===== src/rtl/rx_frame_pkg.sv =====
// rx_frame_pkg
// Shared types and constants for the rx_frame_ctrl slice.
//   rx_frame_state_e : parser FSM states (also exported on the debug port)
//   rx_frame_err_e   : discard cause reported on err_code
//   RX_FRAME_HEADER  : start-of-frame byte
package rx_frame_pkg;

  typedef enum logic [2:0] {
    RX_IDLE    = 3'd0,
    RX_LEN     = 3'd1,
    RX_PAYLOAD = 3'd2,
    RX_CSUM    = 3'd3,
    RX_DRAIN   = 3'd4
  } rx_frame_state_e;

  typedef enum logic [1:0] {
    ERR_NONE    = 2'd0,
    ERR_LEN     = 2'd1,
    ERR_CSUM    = 2'd2,
    ERR_TIMEOUT = 2'd3
  } rx_frame_err_e;

  localparam logic [7:0] RX_FRAME_HEADER = 8'hAA;

endpackage


===== src/rtl/rx_frame_buf.sv =====
// rx_frame_buf
// Payload buffer: MAX_LEN x 8 register array, one synchronous write port and
// one combinational read port so read data is usable in the address cycle.
// Ports:
//   clk    in   clock
//   we     in   write enable
//   waddr  in   write address
//   wdata  in   write data
//   raddr  in   read address
//   rdata  out  mem[raddr], combinational
module rx_frame_buf #(
  parameter int MAX_LEN = 16,
  parameter int AW      = 4
) (
  input  logic          clk,
  input  logic          we,
  input  logic [AW-1:0] waddr,
  input  logic [7:0]    wdata,
  input  logic [AW-1:0] raddr,
  output logic [7:0]    rdata
);

  logic [7:0] mem_q [MAX_LEN];

  // Storage only; contents are always written before they are read.
  always_ff @(posedge clk) begin
    if (we) begin
      mem_q[waddr] <= wdata;
    end
  end

  assign rdata = mem_q[raddr];

endmodule


===== src/rtl/rx_frame_ctrl.sv =====
// rx_frame_ctrl
// Sequences rx_module and parses its byte stream into frames of the form
// AA, len, payload[len], csum (csum = len + sum(payload), mod 256).
// Payload is buffered and released only after the checksum matches.
// Ports:
//   clk, rst          clock, synchronous active-high reset
//   rx_en_sig   out   enable to rx_module (low while draining)
//   rx_done_sig in    one-cycle byte strobe, rx_data valid with it
//   rx_data     in    received byte
//   out_data    out   payload byte buf[rd_ptr]
//   out_valid   out   payload byte available
//   out_ready   in    downstream accepts the byte
//   out_last    out   current byte is the last of the frame
//   frame_err   out   one-cycle pulse on discard
//   err_code    out   cause of last discard, held
//   frame_cnt   out   good frames fully drained, wrapping
//   number_data out   first payload byte of last good frame
//   dbg_state   out   current FSM state
// Handshake: a byte transfers on every cycle where out_valid && out_ready;
// while out_valid is high and out_ready is low, out_data/out_last hold.
module rx_frame_ctrl
  import rx_frame_pkg::*;
#(
  parameter int MAX_LEN        = 16,
  parameter int TIMEOUT_CYCLES = 50000
) (
  input  logic            clk,
  input  logic            rst,
  output logic            rx_en_sig,
  input  logic            rx_done_sig,
  input  logic [7:0]      rx_data,
  output logic [7:0]      out_data,
  output logic            out_valid,
  input  logic            out_ready,
  output logic            out_last,
  output logic            frame_err,
  output logic [1:0]      err_code,
  output logic [7:0]      frame_cnt,
  output logic [7:0]      number_data,
  output rx_frame_state_e dbg_state
);

  localparam int PW = $clog2(MAX_LEN + 1);
  localparam int TW = $clog2(TIMEOUT_CYCLES + 1);
  localparam int IW = (MAX_LEN > 1) ? $clog2(MAX_LEN) : 1;
  localparam logic [7:0]    MAX_LEN_B = 8'(MAX_LEN);
  localparam logic [TW-1:0] TMO_LAST  = TW'(TIMEOUT_CYCLES - 1);

  rx_frame_state_e state_q, state_d;
  rx_frame_err_e   err_code_q, err_code_d;
  logic [PW-1:0]   len_q, len_d;
  logic [PW-1:0]   wr_ptr_q, wr_ptr_d;
  logic [PW-1:0]   rd_ptr_q, rd_ptr_d;
  logic [TW-1:0]   tmo_q, tmo_d;
  logic [7:0]      csum_q, csum_d;
  logic [7:0]      first_q, first_d;
  logic [7:0]      frame_cnt_q, frame_cnt_d;
  logic [7:0]      number_data_q, number_data_d;
  logic            frame_err_q, frame_err_d;
  logic            rx_en_q, rx_en_d;
  logic            buf_we;
  logic            counting;
  logic            tmo_hit;
  logic            last_xfer;

  rx_frame_buf #(
    .MAX_LEN (MAX_LEN),
    .AW      (IW)
  ) u_buf (
    .clk   (clk),
    .we    (buf_we),
    .waddr (wr_ptr_q[IW-1:0]),
    .wdata (rx_data),
    .raddr (rd_ptr_q[IW-1:0]),
    .rdata (out_data)
  );

  assign out_valid = (state_q == RX_DRAIN);
  assign out_last  = out_valid && (rd_ptr_q == len_q - PW'(1));
  assign last_xfer = out_last && out_ready;

  // The inter-byte timer only runs while a frame is open. A byte in the
  // terminal-count cycle takes priority, so tmo_hit excludes rx_done_sig.
  assign counting = (state_q == RX_LEN) || (state_q == RX_PAYLOAD) ||
                    (state_q == RX_CSUM);
  assign tmo_hit  = counting && !rx_done_sig && (tmo_q == TMO_LAST);

  always_comb begin
    state_d       = state_q;
    err_code_d    = err_code_q;
    len_d         = len_q;
    wr_ptr_d      = wr_ptr_q;
    rd_ptr_d      = rd_ptr_q;
    csum_d        = csum_q;
    first_d       = first_q;
    frame_cnt_d   = frame_cnt_q;
    number_data_d = number_data_q;
    frame_err_d   = 1'b0;
    buf_we        = 1'b0;
    tmo_d         = (counting && !rx_done_sig && !tmo_hit) ? tmo_q + TW'(1) : '0;

    case (state_q)
      RX_IDLE: begin
        if (rx_done_sig && rx_data == RX_FRAME_HEADER) begin
          state_d = RX_LEN;
        end
      end
      RX_LEN: begin
        if (rx_done_sig) begin
          if (rx_data == 8'd0 || rx_data > MAX_LEN_B) begin
            state_d     = RX_IDLE;
            frame_err_d = 1'b1;
            err_code_d  = ERR_LEN;
          end else begin
            state_d  = RX_PAYLOAD;
            len_d    = rx_data[PW-1:0];
            csum_d   = rx_data;
            wr_ptr_d = '0;
          end
        end
      end
      RX_PAYLOAD: begin
        if (rx_done_sig) begin
          buf_we   = 1'b1;
          csum_d   = csum_q + rx_data;
          wr_ptr_d = wr_ptr_q + PW'(1);
          if (wr_ptr_q == '0) begin
            first_d = rx_data;
          end
          if (wr_ptr_q == len_q - PW'(1)) begin
            state_d = RX_CSUM;
          end
        end
      end
      RX_CSUM: begin
        if (rx_done_sig) begin
          if (rx_data == csum_q) begin
            state_d  = RX_DRAIN;
            rd_ptr_d = '0;
          end else begin
            state_d     = RX_IDLE;
            frame_err_d = 1'b1;
            err_code_d  = ERR_CSUM;
          end
        end
      end
      RX_DRAIN: begin
        // rx_module is disabled here; any stray byte strobe is ignored.
        if (last_xfer) begin
          state_d       = RX_IDLE;
          rd_ptr_d      = '0;
          frame_cnt_d   = frame_cnt_q + 8'd1;
          number_data_d = first_q;
        end else if (out_ready) begin
          rd_ptr_d = rd_ptr_q + PW'(1);
        end
      end
      default: begin
        state_d = RX_IDLE;
      end
    endcase

    if (tmo_hit) begin
      state_d     = RX_IDLE;
      frame_err_d = 1'b1;
      err_code_d  = ERR_TIMEOUT;
    end

    rx_en_d = (state_d != RX_DRAIN);
  end

  always_ff @(posedge clk) begin
    if (rst) begin
      state_q       <= RX_IDLE;
      err_code_q    <= ERR_NONE;
      len_q         <= '0;
      wr_ptr_q      <= '0;
      rd_ptr_q      <= '0;
      tmo_q         <= '0;
      csum_q        <= '0;
      first_q       <= '0;
      frame_cnt_q   <= '0;
      number_data_q <= '0;
      frame_err_q   <= 1'b0;
      rx_en_q       <= 1'b0;
    end else begin
      state_q       <= state_d;
      err_code_q    <= err_code_d;
      len_q         <= len_d;
      wr_ptr_q      <= wr_ptr_d;
      rd_ptr_q      <= rd_ptr_d;
      tmo_q         <= tmo_d;
      csum_q        <= csum_d;
      first_q       <= first_d;
      frame_cnt_q   <= frame_cnt_d;
      number_data_q <= number_data_d;
      frame_err_q   <= frame_err_d;
      rx_en_q       <= rx_en_d;
    end
  end

  assign rx_en_sig   = rx_en_q;
  assign frame_err   = frame_err_q;
  assign err_code    = err_code_q;
  assign frame_cnt   = frame_cnt_q;
  assign number_data = number_data_q;
  assign dbg_state   = state_q;

endmodule


===== config.mk =====
export PLATFORM = sky130hd
export DESIGN_NAME = rx_frame_ctrl
export DESIGN_NICKNAME = d
export VERILOG_FILES = /design/src/rtl/rx_frame_pkg.sv /design/src/rtl/rx_frame_buf.sv /design/src/rtl/rx_frame_ctrl.sv
export SDC_FILE = /design/constraint.sdc
export NUM_CORES = 1
export LEC_CHECK = 0
export CORE_MARGIN = 2
export CORE_UTILIZATION = 55
export CTS_CLUSTER_SIZE = 30
export DETAILED_ROUTE_END_ITERATION = 10
export PLACE_DENSITY = 0.74
export SLEW_MARGIN = 10
export SYNTH_ARGS = -nofsm -noshare
export SYNTH_HDL_FRONTEND = slang
export SYNTH_HIERARCHICAL = 1
export SYNTH_SLANG_ARGS = --single-unit

===== constraint.sdc =====
create_clock -name clk -period 3.9 [get_ports clk]
set_clock_uncertainty 0.1 [all_clocks]
set_input_delay 0.585 -clock clk [delete_from_list [all_inputs] [get_ports clk]]
set_output_delay 0.585 -clock clk [all_outputs]
set_load 0.005 [all_outputs]

Clock network drawn from the DEF:
(3 px per um)
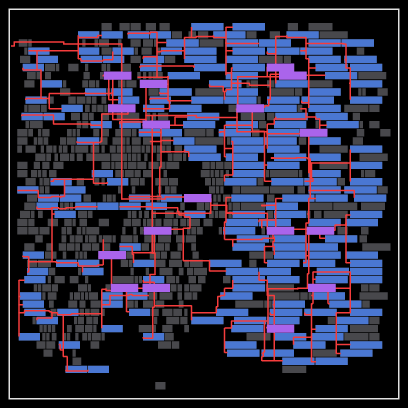
blue -> flip-flops  # count 198
red -> clock wires  # length 2,070 um
purple -> clock-net drivers  # count 17
routed clock nets = 18
flops lie = spread over the die

Nets reached from selected ports:
(2 px per um)
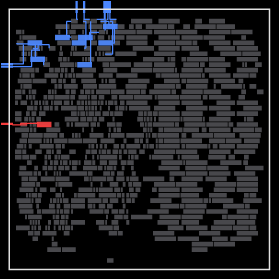
blue -> number_data  # bits 8, direction output, edge 6 north, 2 west, end cells 8, wire 217 um
red -> rx_en_sig  # bits 1, direction output, edge west, end cells 1, wire 26.1 um

==> impl.org <==
#+TITLE: Synthesis and PnR summary

** Outcome
- The run finished with clean final reports.

** Synth
- For this run, the leading register cell type out of synthesis is sky130_fd_sc_hd__edfxtp_1.
- Proportion of register bits with asynchronous set or reset after synthesis :: 0%
- Sequential area share after synthesis :: 60.7%
- Multiplexer share :: 11.8%

** Timing
- Timing would allow up to between 200 and 300 MHz.
- Worst hold slack across all endpoints :: 0.378 ns
- The final timing report lists a hold violation count of 0.
- Per the finish-stage timing summary, setup violations number 0.

** Power and ir drop
- Per report_power, the clock group accounts for 41.4% of the total.
- The flow reported a cell area power density of approximately 400 mW/mm2.
- Power share of the combinational group :: 2.2%

** Route
- The first routing iteration left about 520 violations.
- In the per-layer summary, the met1 wirelength comes to 8250 um.
- Wire length on met2 :: 9640 um
- Using the TritonRoute via totals, the vias-per-cell ratio works out to 6.01.
- Top layer used by detailed routing :: met4
- In the log, the iteration count for the first detailed-route pass is 7.

** Setup path
- Worst R2R Setup Slack :: about 0.98 ns
- Among all stages on the critical path, the largest delay is contributed by sky130_fd_sc_hd__dfxtp_2.
- The launch point of the worst register-to-register path is recorded as dbg_state[1].
- Number of cells on the worst reg-to-reg path :: 6
- STA classifies the critical path endpoint as a primary output.
- Per STA, the endpoint of the critical path is out_data[0].

** Global route
- Largest net degree at the start of global routing :: 34
- For this run, global-route usage on met2 was measured as 41.5%.
- Met3 Track Usage GR :: 5.20%
- Summed over all routing layers, the global router reports a total usage of ~24%.

** Run
- Max-cap violation count :: 0

** Worst hold path
- Beginning of the worst hold path :: tmo_q[0]
- Worst min-delay path class :: reg -> reg

** Final layout
- The most common logic cell in the final layout is sky130_fd_sc_hd__edfxtp_1.
- Signal buffers share of area :: 6.34%
- Clock Network Area Fraction :: 5.46%
- Fraction of area in multi-input gates :: 31.9%
- Non-Clock Buffer Count :: around 70
- In the final layout, the registers with the most flip-flops are u_buf/mem_q: 128 flops, tmo_q: 16 flops.
- # fillers :: 1,076

** Placed design
- Area after DPL :: 0.00936 mm2
- Post-DP HPWL :: 12,300 um

** Clock tree
- TritonCTS clock tree :: built
- Post-cts repair resize count :: 0
Power figures rest on the tool's default switching activity, not on a simulated workload.
